--- src/rtl/bus_pkg.sv ---
// rtl/bus_pkg.sv - shared constants and state encoding for the serial bus arbiter
package bus_pkg;

  localparam int SLAVE_ADDR_WIDTH = 4;
  localparam int NUM_MASTERS      = 2;

  typedef enum logic [1:0] {
    IDLE    = 2'd0,
    SID     = 2'd1,
    WAIT    = 2'd2,
    CONNECT = 2'd3
  } state_t;

endpackage

--- src/rtl/rr_arbiter_2.sv ---
// rtl/rr_arbiter_2.sv - two-request round-robin arbiter with registered last grant
module rr_arbiter_2 (
  input  logic       clk,
  input  logic       rst,
  input  logic       en,
  input  logic [1:0] req,
  output logic [1:0] grant
);

  // index of the master granted most recently; 1 so master 0 wins the first tie
  logic last_grant;

  always_comb begin
    grant = 2'b00;
    case (req)
      2'b01:   grant = 2'b01;
      2'b10:   grant = 2'b10;
      2'b11:   grant = last_grant ? 2'b01 : 2'b10;
      default: grant = 2'b00;
    endcase
  end

  always_ff @(posedge clk) begin
    if (rst) begin
      last_grant <= 1'b1;
    end else if (en && (|req)) begin
      last_grant <= grant[1];
    end
  end

endmodule

--- src/rtl/bus_arbiter.sv ---
// rtl/bus_arbiter.sv - arbitrates two serial masters, receives the slave ID and
// routes the granted master to the selected slave until release
module bus_arbiter #(
  parameter int NUM_SLAVES       = 3,
  parameter int SLAVE_ADDR_WIDTH = bus_pkg::SLAVE_ADDR_WIDTH
) (
  input  logic                  clk,
  input  logic                  rst,
  input  logic [1:0]            breq,
  output logic [1:0]            bgrant,
  output logic                  ack,
  output logic                  nack,
  input  logic [1:0]            mwdata,
  input  logic [1:0]            mmode,
  input  logic [1:0]            mvalid,
  output logic                  bwdata,
  output logic                  bmode,
  output logic                  bvalid,
  output logic [NUM_SLAVES-1:0] ssel,
  input  logic [NUM_SLAVES-1:0] sready,
  input  logic [NUM_SLAVES-1:0] srdata,
  input  logic [NUM_SLAVES-1:0] ssvalid,
  output logic                  brdata,
  output logic                  bsvalid
);

  import bus_pkg::*;

  localparam int CW = $clog2(SLAVE_ADDR_WIDTH + 1);
  localparam int XW = 2 ** SLAVE_ADDR_WIDTH;

  state_t                      state;
  logic [SLAVE_ADDR_WIDTH-1:0] id;
  logic [CW-1:0]               cnt;
  logic [1:0]                  arb_grant;
  logic                        gidx;
  logic                        id_ok;
  logic                        id_rdy;
  logic                        connected;
  logic [XW-1:0]               sready_x;

  rr_arbiter_2 u_rr (
    .clk   (clk),
    .rst   (rst),
    .en    (state == IDLE),
    .req   (breq),
    .grant (arb_grant)
  );

  // sready widened to the full ID space so any received ID indexes safely
  assign sready_x = XW'(sready);
  assign gidx     = bgrant[1];
  assign id_ok    = int'(id) < NUM_SLAVES;
  assign id_rdy   = id_ok && sready_x[id];

  always_ff @(posedge clk) begin
    if (rst) begin
      state  <= IDLE;
      bgrant <= '0;
      ssel   <= '0;
      ack    <= 1'b0;
      nack   <= 1'b0;
      id     <= '0;
      cnt    <= '0;
    end else begin
      ack  <= 1'b0;
      nack <= 1'b0;
      if (state != IDLE && !breq[gidx]) begin
        state  <= IDLE;
        bgrant <= '0;
        ssel   <= '0;
        cnt    <= '0;
      end else begin
        case (state)
          IDLE: begin
            cnt <= '0;
            if (|breq) begin
              bgrant <= arb_grant;
              state  <= SID;
            end
          end
          SID: begin
            if (cnt == CW'(SLAVE_ADDR_WIDTH)) begin
              cnt <= '0;
              if (!id_ok) begin
                nack   <= 1'b1;
                bgrant <= '0;
                state  <= IDLE;
              end else if (id_rdy) begin
                ssel  <= NUM_SLAVES'(1) << id;
                ack   <= 1'b1;
                state <= CONNECT;
              end else begin
                state <= WAIT;
              end
            end else if (mvalid[gidx]) begin
              // LSB first: each new bit enters at the top and shifts down
              id  <= (id >> 1) | (SLAVE_ADDR_WIDTH'(mwdata[gidx]) << (SLAVE_ADDR_WIDTH - 1));
              cnt <= cnt + CW'(1);
            end
          end
          WAIT: begin
            if (id_rdy) begin
              ssel  <= NUM_SLAVES'(1) << id;
              ack   <= 1'b1;
              state <= CONNECT;
            end
          end
          CONNECT: begin
            state <= CONNECT;
          end
          default: state <= IDLE;
        endcase
      end
    end
  end

  always_comb begin
    connected = (state == CONNECT);
    bwdata    = connected & mwdata[gidx];
    bmode     = connected & mmode[gidx];
    bvalid    = connected & mvalid[gidx];
    brdata    = connected & (|(srdata & ssel));
    bsvalid   = connected & (|(ssvalid & ssel));
  end

endmodule
--- config.mk ---
export PLATFORM = sky130hd
export DESIGN_NAME = bus_arbiter
export DESIGN_NICKNAME = d
export VERILOG_FILES = /design/src/rtl/bus_pkg.sv /design/src/rtl/rr_arbiter_2.sv /design/src/rtl/bus_arbiter.sv
export SDC_FILE = /design/constraint.sdc
export NUM_CORES = 1
export LEC_CHECK = 0
export ABC_AREA = 0
export CAP_MARGIN = 20
export CORE_ASPECT_RATIO = 1.25
export CORE_MARGIN = 2
export CORE_UTILIZATION = 52
export CTS_BUF_LIST = sky130_fd_sc_hd__clkbuf_8
export CTS_CLUSTER_DIAMETER = 60
export DETAILED_ROUTE_END_ITERATION = 6
export GPL_TIMING_DRIVEN = 0
export PLACE_DENSITY_LB_ADDON = 0.1
export SLEW_MARGIN = 20
export SYNTH_ARGS = -nofsm -noshare
export SYNTH_HDL_FRONTEND = slang
export SYNTH_SLANG_ARGS = --single-unit
--- constraint.sdc ---
create_clock -name clk -period 2.5 [get_ports clk]
set_clock_uncertainty 0.05 [all_clocks]
set_input_delay 0.375 -clock clk [delete_from_list [all_inputs] [get_ports clk]]
set_output_delay 0.375 -clock clk [all_outputs]
set_load 0.01 [all_outputs]
### Wiring heat map, run 1

Bar = 10 µm. The die is cut into 9 by 11 equal tiles; dark blue is low, red is high, scaled to the fullest tile. Values are wire area over tile area, all layers added.
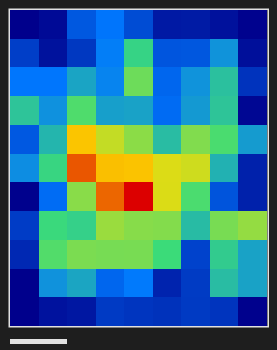
The mean over all tiles is 0.17. The fullest tile reaches 0.51. 7.1% of the tiles are nearly empty. 26% of the tiles are over half the peak. The densest ninth of the die: centre.
DRT Wirelength: 2610 µm
via count: 1062

### Signal wires on met1, run 1

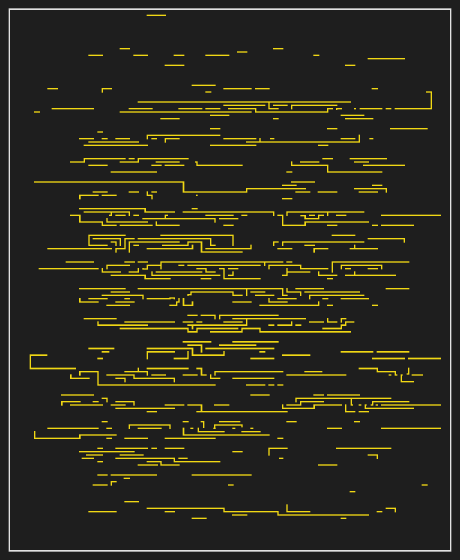
157 nets have wire on it. The layer holds 42% of the routed length. The wires run mostly horizontal. The longest straight run is 21.6 µm.
GR Util met1: 24.4%

### The clock network, run 1

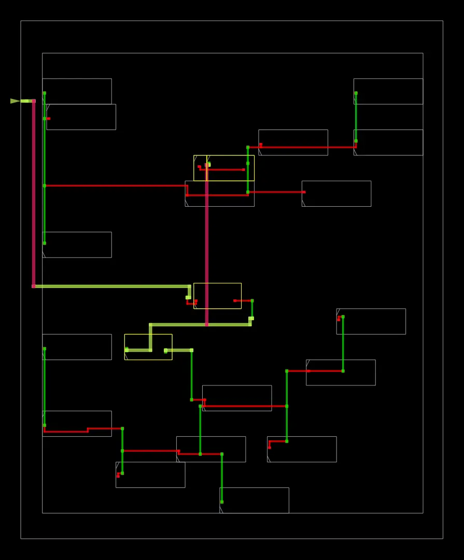
P_clk: 0.203 mW
CTS buffer count: 3
flop count: 17
Clock Sinks: 17

### Cells coloured by class, run 1

Fill, decap, tap and diode cells in grey.
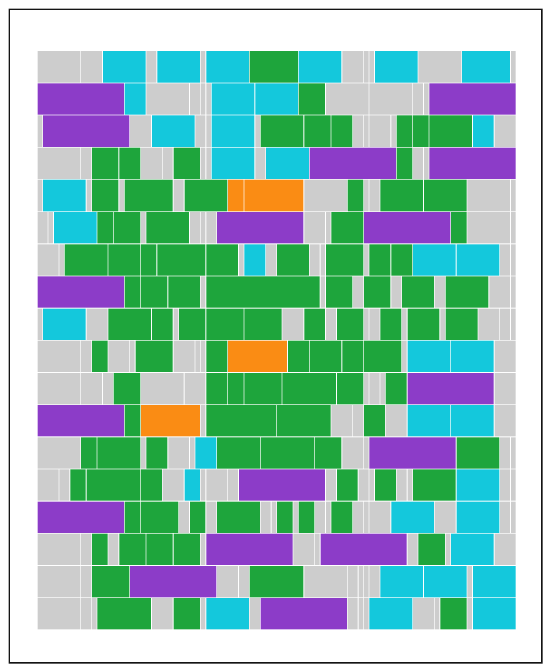
Key: cyan = remaining buffers and delay cells [cells 36, share of their area 23%]; orange = clock drivers and dummy loads [cells 4, share of their area 3.1%]; purple = registers [cells 17, share of their area 24%]; green = remaining logic cells [cells 98, share of their area 50%]
Core Util, Final: 73.5%
core area: 1980 µm²

## run 1: layout make-up
class	instances	area share, %
Multi-Input combinational cell	94	47.8
Sequential cell	17	23.3
Timing Repair Buffer	30	20.6
Clock buffer	3	2.83
Buffer	6	2.40
Tap cell	20	1.72
Inverter	4	1.03
Clock inverter	1	0.258
## run 1: stage by stage
stage	cell area (µm²)	util, %	power, mW
floorplan	1090	-	0.654
global placement	1410	71.3	0.768
detailed placement	1410	71.3	0.782
CTS	1460	73.5	0.984
global route	1460	73.5	1.05
finish	1460	73.5	0.985
## run 1: registers in the layout, summed over array words and instances, names as in the netlist
signal	count
ack	1
bgrant	2
cnt	3
id	4
nack	1
ssel	3
state	2
u_rr.last_grant	1
## run 1: metal layers
metal	vias to the layer above	GRT usage, %
li1	527	-
met2	34	43.7
met4	0	10.3
met3	6	4.55
met1	495	24.4
met5	-	0
## run 1: logic make-up after synthesis
logic type	Yosys count	share of synthesized area [%]
muxes	9	8.52
AOI/OAI and AO/OA	34	25.4
buffers and inverters	10	4.60
DFF	17	31.3
and+or+nand+nor	43	21.6
adders and majority gates	6	6.90
xor gates and xnor gates	2	1.61
## run 1: cell usage in the layout, fill, tap and decap left out, types with 2 or more instances in the layout
cell type        count
nand2_1              6
nor2_1               8
clkdlybuf4s50_1     30
a21oi_1              7
inv_1                5
a222oi_1             3
clkbuf_8             3
mux2i_1              7
nor4_1               3
nand3_1              2
mux2_2               2
or2_2                2
o21a_1               2
dfxtp_1             17
buf_2                3
and2_1               2
nor3_1               3
ha_1                 6
nand4_1              3
nor2b_1              8
a22o_1               2
o21ai_0              6
## run 1: worst min path at each step
stage	endpoint	slack (ns)	start
6_report	bgrant[0]	0.45	bgrant[0]
5_1_grt	bgrant[0]	0.47	bgrant[0]
4_1_cts	bgrant[0]	0.45	bgrant[0]
3_5_place_dp	bgrant[0]	0.43	bgrant[0]
3_3_place_gp	bgrant[0]	0.42	bgrant[0]
2_1_floorplan	id[3]	0.39	rst
## run 1: where the power goes
group | internal (mW) | total [mW] | switching, mW
logic | 0.201 | 0.456 | 0.255
clock network | 0.109 | 0.203 | 0.0943
registers | 0.303 | 0.326 | 0.0229
total | 0.613 | 0.985 | 0.373
## run 1: worst max-delay path, cell delays in order (launching register included)
cell	delay, ns
dfxtp_1	0.32
clkbuf_2	0.18
mux2_2	0.43
and2_1	0.18
clkdlybuf4s50_1	0.47
==> results.json, run 1 <==
{
  "drv_slew": 0,
  "whs_ns": 0.449,
  "endpoint_kind": "output pin",
  "synthToLayoutAreaGrowth_pct": 34.1,
  "nets": 181,
  "crit_fanout": 5,
  "cts_setup_buffers": 0,
  "r2r_end": "state[1]",
  "wl_met3_um": 134,
  "r2r_slack_ns": 0.57,
  "grt_pass1_vias": 1006,
  "ctsHoldBuffers": 0,
  "grt_max_degree": 11,
  "critPathLaunchType": "flip-flop",
  "synthArstFlopShare_pct": 0,
  "logic_area_um2": 697,
  "yosysTopAreaCellShare_pct": 31.3,
  "die_x_um": 44.9,
  "syn_inst": 121,
  "final-seq-area_um2": 340,
  "topCellsByArea": "dfxtp_1 31%, ha_1 6.9%, mux2i_1 6.4%, nor2b_1 4.6%, a21oi_1 3.2%",
  "hold_class": "flip-flop to flip-flop",
  "htreeDepth": 1,
  "p_per_area_nw_per_um2": 676,
  "drt-met1-wl_um": 1090,
  "gp_congestion": 0.875,
  "ys_seq_share_pct": 31.3,
  "warning_count": 30,
  "cp.arrival_ns": 1.82,
  "ys_area_um2": 1090,
  "leakagePower_nw": 0.576,
  "drtIter0Drc": 20,
  "cts_resized": 0,
  "dr.pass1.iters": 4,
  "fin_setup_tns_ns": 0,
  "fp_nets": 146,
  "tightest_slew_ns": 0.438,
  "cts-root-buf": "clkbuf_8",
  "dieArea_um2": 2480,
  "cts_buffer_depth": 2,
  "fp-utilization_pct": 54.9,
  "largest_area_cell": "dfxtp_1",
  "dpl.hpwl_um": 2030,
  "drc": 0,
  "worstSetupStartpoint": "bgrant[1]",
  "dp_worst_setup_slack_ns": 0.327,
  "grt_usage_pct": 23.0,
  "yosysCellCount": 121,
  "crit_required_ns": 2.08,
  "die_y_um": 55.1,
  "setup_violations": 0,
  "ys.flops": 17,
  "ios": 31,
  "post-route-min-period_ns": 2.25,
  "r2r-start": "state[0]",
  "yosys.cell_count.top_type": "dfxtp_1",
  "path_clk_slew_ns": 0.06,
  "hold_viol": 0,
  "peakVddDrop_mv": 0.573,
  "route.met2.wl_um": 1340,
  "fillers": 151,
  "rsz0062_at_grt": "no",
  "ant_nets": 0,
  "critPathKind": "flip-flop to output pin",
  "io_buffers": 30,
  "fmax_ghz": 0.445,
  "dp_cells": 171,
  "post_synth_num_cell_types": 45,
  "finalNonFillerCells": 175,
  "grt_remaining_overflow": 0,
  "status": "finished, final reports clean"
}
### Metal 3, run 1

Bar = 10 µm.
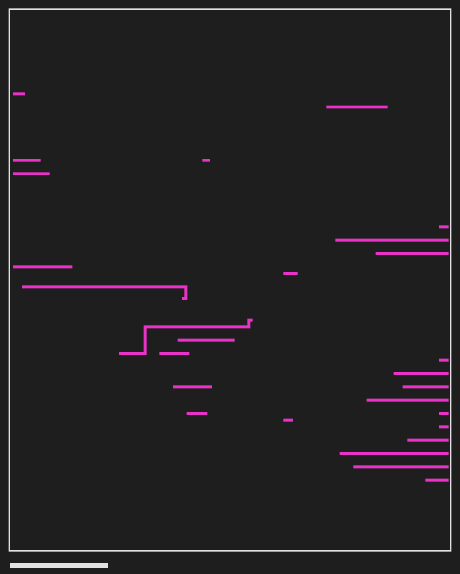

==> run 2: changes to the inputs <==
CORE_ASPECT_RATIO = unset   (was 1.25)
SETUP_SLACK_MARGIN = 0.02   (was unset)
### Metal 3, run 2

Bar = 10 µm.
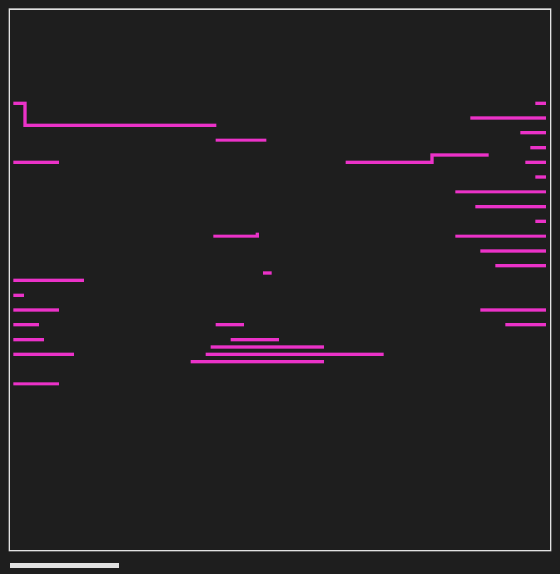
The longest straight run is 17.5 µm. The wires run mostly horizontal. The layer holds 6.6% of the routed length. The layer carries 171 µm of wire.

==> run 2 against run 1 <==
Compared with the run above: combinational power is 1% higher; final cell count rose by 4.0%; sequential cell count unchanged; maximum frequency decreased by 0.54%; count of clock-buffer cells in the layout did not move; global-route usage decreased by 1.3 points; design area increased by 0.60%.
==> results.json, run 2 <==
{
  "edf_count": 0,
  "critPathLaunchType": "flip-flop",
  "whs_ns": 0.426,
  "power.total_mw": 0.991,
  "largest_register_ffs": 4,
  "flop_cell": "dfxtp_1",
  "drtIter0Drc": 45,
  "cts-root-buf": "clkbuf_8",
  "yosysWarnings": 0,
  "cts_resized": 0,
  "synthToLayoutAreaGrowth_pct": 34.9,
  "hold_viol": 0,
  "critical-path-slowest-cell": "clkdlybuf4s50_1",
  "cp_slowest_stage_delay_ns": 0.47,
  "clk_latency_ns": 0.25,
  "cp.arrival_ns": 1.83,
  "min_period_over_period_pct": 90.4,
  "setup_violations": 0,
  "dieArea_um2": 2470,
  "setup_ws_ns": 0.241,
  "tightest_slew_ns": 0.460,
  "post_synth_num_cell_types": 45,
  "yosys.cell_count.top_type": "dfxtp_1",
  "ios": 31,
  "largest_register": "id",
  "top_cells_by_count": "17 x dfxtp_1, 8 x nor2_1, 8 x nor2b_1, 7 x a21oi_1, 7 x mux2i_1",
  "cts_buffer_depth": 2,
  "cts_tree": "done",
  "num_vias": 1092,
  "cts.sinks": 17,
  "synth-xor-area-share_pct": 1.61,
  "fillers": 162,
  "via_per_inst": 6.00,
  "fin_setup_tns_ns": 0,
  "crit_fanout": 5,
  "crit_required_ns": 2.08,
  "htreeDepth": 1,
  "grt_pass1_vias": 978,
  "yosysTopAreaCellShare_pct": 31.3,
  "final_common_cell": "clkdlybuf4s50_1",
  "drv_slew": 0,
  "cts_setup_buffers": 0,
  "synthArstFlopShare_pct": 0,
  "fmax_ghz": 0.443,
  "fp-utilization_pct": 55.4,
  "slew_headroom_pct": 69.3,
  "ant_nets": 0,
  "cts_made_buffers": 3,
  "crit_chain": "clkbuf_2 -> mux2_2 -> and2_1 -> clkdlybuf4s50_1",
  "synth-adder-area-share_pct": 6.90,
  "ys_area_um2": 1090,
  "fp.coreArea_um2": 1960,
  "grt_usage_pct": 21.7,
  "diodes": 0,
  "nets": 181,
  "path_delay_family": "buffers and inverters",
  "fp_nets": 146,
  "num_rows": 16,
  "dr.pass1.iters": 4,
  "layout_top_cells": "30 x clkdlybuf4s50_1, 17 x dfxtp_1, 8 x nor2b_1, 8 x nor2_1",
  "post-route-min-period_ns": 2.26,
  "mux_share_pct": 8.52,
  "critPathKind": "flip-flop to output pin",
  "die_x_um": 49.7,
  "ys_seq_share_pct": 31.3,
  "aoi_share_pct": 25.4,
  "drive_gt1_share_pct": 11.6,
  "die_y_um": 49.7,
  "io_buffers": 30,
  "endpoint_kind": "output pin",
  "warning_count": 30,
  "ys_sh_simple_pct": 21.6,
  "wire_per_inst_um": 14.4,
  "avgSynthCellArea_um2": 8.99,
  "yosysCellCount": 121,
  "largest_area_cell": "dfxtp_1",
  "ys.flops": 17,
  "largestRegisters": "id: 4 flops, cnt: 3 flops, ssel: 3 flops",
  "worst-path-buf-inv": 2,
  "drv_cap": 0,
  "status": "finished, final reports clean",
  "ctsHoldBuffers": 0,
  "top_logic_kind": "AND-OR/OR-AND gates",
  "grt_pass1_wl_um": 4220,
  "gp_congestion": 0.831,
  "hold_class": "flip-flop to flip-flop",
  "antenna_found_initial": 0,
  "dpl.hpwl_um": 1980,
  "grt_remaining_overflow": 0,
  "peakVddDrop_mv": 0.414,
  "syn_inst": 121,
  "synthesis.area_um2": 1090,
  "topCellsByArea": "dfxtp_1 31%, ha_1 6.9%, mux2i_1 6.4%, nor2b_1 4.6%, a21oi_1 3.2%",
  "rsz0062_at_grt": "no",
  "p_per_area_nw_per_um2": 676,
  "leakagePower_nw": 0.576,
  "wl_um": 2610,
  "dp_worst_setup_slack_ns": 0.296,
  "drc": 0,
  "path_clk_slew_ns": 0.07,
  "grt_max_degree": 11
}
### Cells coloured by class, run 2

Fill, decap, tap and diode cells in grey.
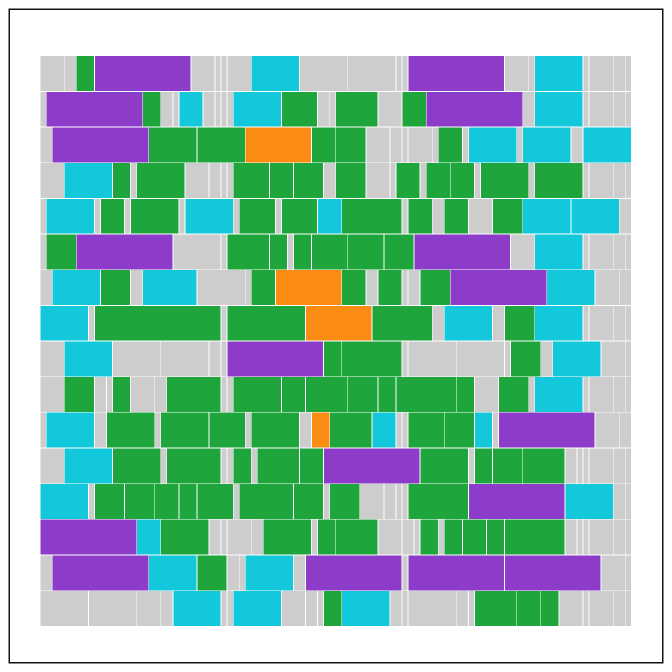
Key: orange = clock drivers and dummy loads [cells 4, share of their area 3.1%]; cyan = remaining buffers and delay cells [cells 36, share of their area 23%]; purple = registers [cells 17, share of their area 24%]; green = remaining logic cells [cells 98, share of their area 50%]
Core Util, Final: 74.7%
flop share of the area: 23.2%
Final Cell Area: 1470 µm²

==> run 2: cell counts in the layout (fill, tap and decap cells not counted) <==
Identical to the previous run, type by type.
==> run 2: logic make-up (layout without fill, tap and decap cells) <==
logic type	Yosys count	count (layout)
muxes	9	9
DFF	17	17
xor gates and xnor gates	2	2
adders and majority gates	6	6
and+or+nand+nor	43	43
buffers and inverters	10	44
AOI/OAI and AO/OA	34	34
==> run 2: path summary, 6_finish.rpt <==
path              startpoint         to  slack, ns  depth (start not counted)
setup / recovery   bgrant[1]     bvalid       0.24                          4
hold / removal     bgrant[0]  bgrant[0]       0.43                          2
setup reg to reg    state[0]   state[1]       0.60                          6
hold reg to reg    bgrant[0]  bgrant[0]       0.43                          2
==> run 2: report_power, final <==
part,total (mW),internal (mW),switching [mW],leakage (nW)
Clock,0.204,0.109,0.0954,0.0269
Combinational,0.461,0.200,0.260,0.412
Sequential,0.326,0.303,0.0233,0.138
==> run 2: worst reg2reg max path, stage by stage, from the launching register on <==
cell      delay (ns)
dfxtp_1         0.36
inv_1           0.10
ha_1            0.28
buf_2           0.21
a222oi_1        0.42
nand2_1         0.12
o41ai_2         0.27
==> run 2: final cells by class <==
type | instances | area, µm² | area share [%]
multi-input combinational | 94 | 697 | 47.5
sequential | 17 | 340 | 23.2
timing repair buffer | 30 | 300 | 20.5
clock buffer | 3 | 41.3 | 2.82
buffer | 6 | 35.0 | 2.39
tap | 27 | 33.8 | 2.30
inverter | 4 | 15.0 | 1.02
clock inverter | 1 | 3.75 | 0.256
==> run 2: routing by layer <==
layer	track usage, %	vias up	share of wire [%]
met1	26.3	518	41
met2	40.2	42	51
li1	-	528	-
met5	0	-	0
met4	4.17	0	0.84
met3	3.33	4	6.5
==> run 2: metrics by stage <==
stage	util, %	area, µm²	std cells
after floorplan	-	1090	121
after global placement	72.4	1420	178
after detailed placement	72.4	1420	178
after CTS	74.7	1470	182
after global routing	74.7	1470	182
final	74.7	1470	182
### Signal wires on met1, run 2

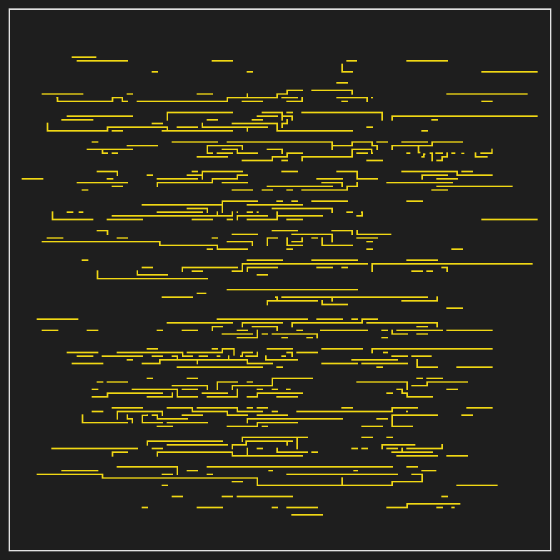

==> run 3: changes to the inputs <==
PLACE_DENSITY = 0.9   (was unset)
PLACE_DENSITY_LB_ADDON = unset   (was 0.1)
### Signal wires on met1, run 3

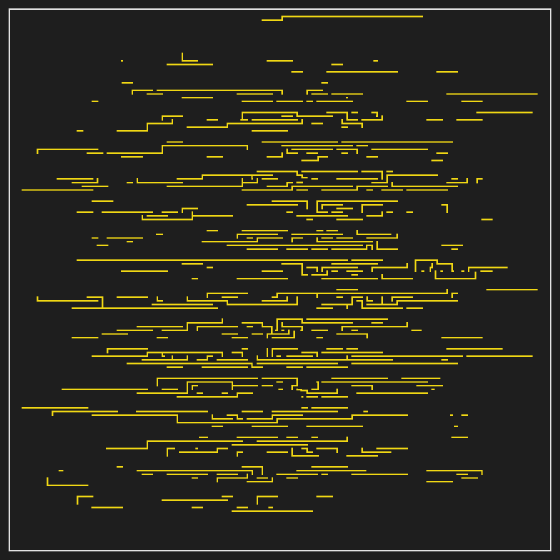
153 nets have wire on it. The longest straight run is 24.8 µm. The layer holds 41% of the routed length. The wires run mostly horizontal.

### Cells coloured by class, run 3

Fill, decap, tap and diode cells in grey.
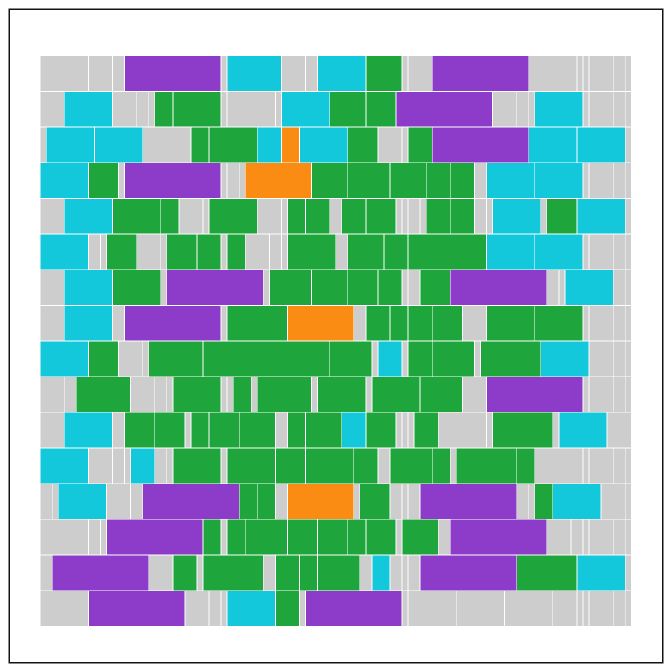
Key: orange = clock drivers and dummy loads [cells 4, share of their area 3.1%]; purple = registers [cells 17, share of their area 24%]; green = remaining logic cells [cells 98, share of their area 50%]; cyan = remaining buffers and delay cells [cells 36, share of their area 23%]
core area: 1960 µm²
Cell Rows: 16

==> run 3 against run 2 <==
Compared with the run above: combinational power up 2%; total power up 0.54%; sequential cell count unchanged; sequential share of layout area unchanged; worst setup slack better by 0.0047 ns; worst hold slack better by 0.0050 ns; maximum frequency up 0.21%; synthesized cell count unchanged; area after synthesis unchanged; routed wire length up 4.5%; global-route usage up 1.7 points; largest cell class unchanged; highest routed layer unchanged.
==> results.json, run 3 <==
{
  "ctsHoldBuffers": 0,
  "drv_slew": 0,
  "final_common_cell": "clkdlybuf4s50_1",
  "whs_ns": 0.431,
  "die_y_um": 49.7,
  "hold_path_startpoint": "bgrant[0]",
  "critPathKind": "flip-flop to output pin",
  "nets": 181,
  "crit_fanout": 5,
  "critPathLaunchType": "flip-flop",
  "drc": 0,
  "status": "finished, final reports clean",
  "yosys.cell_count.top_type": "dfxtp_1",
  "r2r_end": "state[1]",
  "dr.pass1.iters": 4,
  "largestRegisters": "id: 4 flops, cnt: 3 flops, ssel: 3 flops",
  "tightest_slew_ns": 0.468,
  "top_cells_by_count": "17 x dfxtp_1, 8 x nor2_1, 8 x nor2b_1, 7 x a21oi_1, 7 x mux2i_1",
  "die_x_um": 49.7,
  "switching_share_pct": 38.5,
  "p_per_area_nw_per_um2": 679,
  "fp-utilization_pct": 55.4,
  "final_util_pct": 74.7,
  "io_buffers": 30,
  "r2r_slack_ns": 0.46,
  "hold_class": "flip-flop to flip-flop",
  "final-seq-area_um2": 340,
  "ys_area_um2": 1090,
  "layout_top_cells": "30 x clkdlybuf4s50_1, 17 x dfxtp_1, 8 x nor2b_1, 8 x nor2_1",
  "finalNonFillerCells": 182,
  "cts.sinks": 17,
  "hold_depth": 2,
  "grt_pass1_wl_um": 4470,
  "grt_max_degree": 11,
  "cts-root-buf": "clkbuf_8",
  "largest_area_cell": "dfxtp_1",
  "synthArstFlopShare_pct": 0,
  "largest_register": "id",
  "via_per_inst": 6.00,
  "ys_seq_share_pct": 31.3,
  "clk_latency_ns": 0.25,
  "drtIter0Drc": 86,
  "warning_count": 30,
  "drive_gt1_share_pct": 11.6,
  "synthToLayoutAreaGrowth_pct": 34.9,
  "crit_required_ns": 2.08,
  "dpl.hpwl_um": 2040,
  "internal_power_mw": 0.613,
  "cts_made_buffers": 3,
  "cts_setup_buffers": 0,
  "rsz0062_at_grt": "no",
  "r2r-start": "state[0]",
  "logic_area_um2": 697,
  "yosysTopAreaCellShare_pct": 31.3,
  "yosysWarnings": 0,
  "grt_pass1_vias": 1085,
  "cp_slowest_stage_delay_ns": 0.47,
  "min_period_over_period_pct": 90.2,
  "combPwrFrac_pct": 47.1,
  "leakagePower_nw": 0.576
}
-- run 3: final cells by class --
| class | count | area share (%) |
|---|---|---|
| Buffer | 6 | 2.39 |
| Clock buffer | 3 | 2.82 |
| Clock inverter | 1 | 0.256 |
| Inverter | 4 | 1.02 |
| Multi-Input combinational cell | 94 | 47.5 |
| Sequential cell | 17 | 23.2 |
| Tap cell | 27 | 2.30 |
| Timing Repair Buffer | 30 | 20.5 |
-- run 3: worst max-delay path, delay by kind of cell, from the launching register on --
| family | cells | cell delay [ns] |
|---|---|---|
| AND/OR/NAND/NOR | 1 | 0.17 |
| buffers and inverters | 2 | 0.66 |
| multiplexers | 1 | 0.42 |
| flip-flops | 1 | 0.33 |
-- run 3: power groups by stage --
stage,clock network [mW],logic [mW],registers [mW]
2_1_floorplan,0,0.321,0.333
3_3_place_gp,0,0.430,0.330
3_5_place_dp,0,0.447,0.334
4_1_cts,0.203,0.455,0.327
5_1_grt,0.212,0.508,0.332
6_report,0.200,0.469,0.327
-- run 3: worst max-delay path by stage --
stage,cells past startpoint,slack (ns),to,from
detailed placement,4,0.34,bvalid,mvalid[1]
global placement,4,0.34,bvalid,mvalid[1]
finish,4,0.25,bvalid,bgrant[1]
CTS,4,0.24,bvalid,bgrant[1]
global route,4,0.18,bvalid,bgrant[1]
floorplan,6,0.82,state[1],state[0]
-- run 3: kinds of logic after synthesis --
group	Yosys count	synth area share, %
buffers and inverters	10	4.60
adder cells (fa/ha/maj)	6	6.90
XOR/XNOR	2	1.61
multiplexers	9	8.52
AND/OR/NAND/NOR	43	21.6
flip-flops	17	31.3
AND-OR/OR-AND	34	25.4
-- run 3: per-layer routing --
layer	up-vias	routed length [µm]	GRT usage [%]
li1	521	-	-
met5	-	0	0
met2	70	1340	40.9
met4	0	57	14.4
met3	7	204	4.55
met1	494	1130	25.8
Power figures rest on the tool's default switching activity, not on a simulated workload.
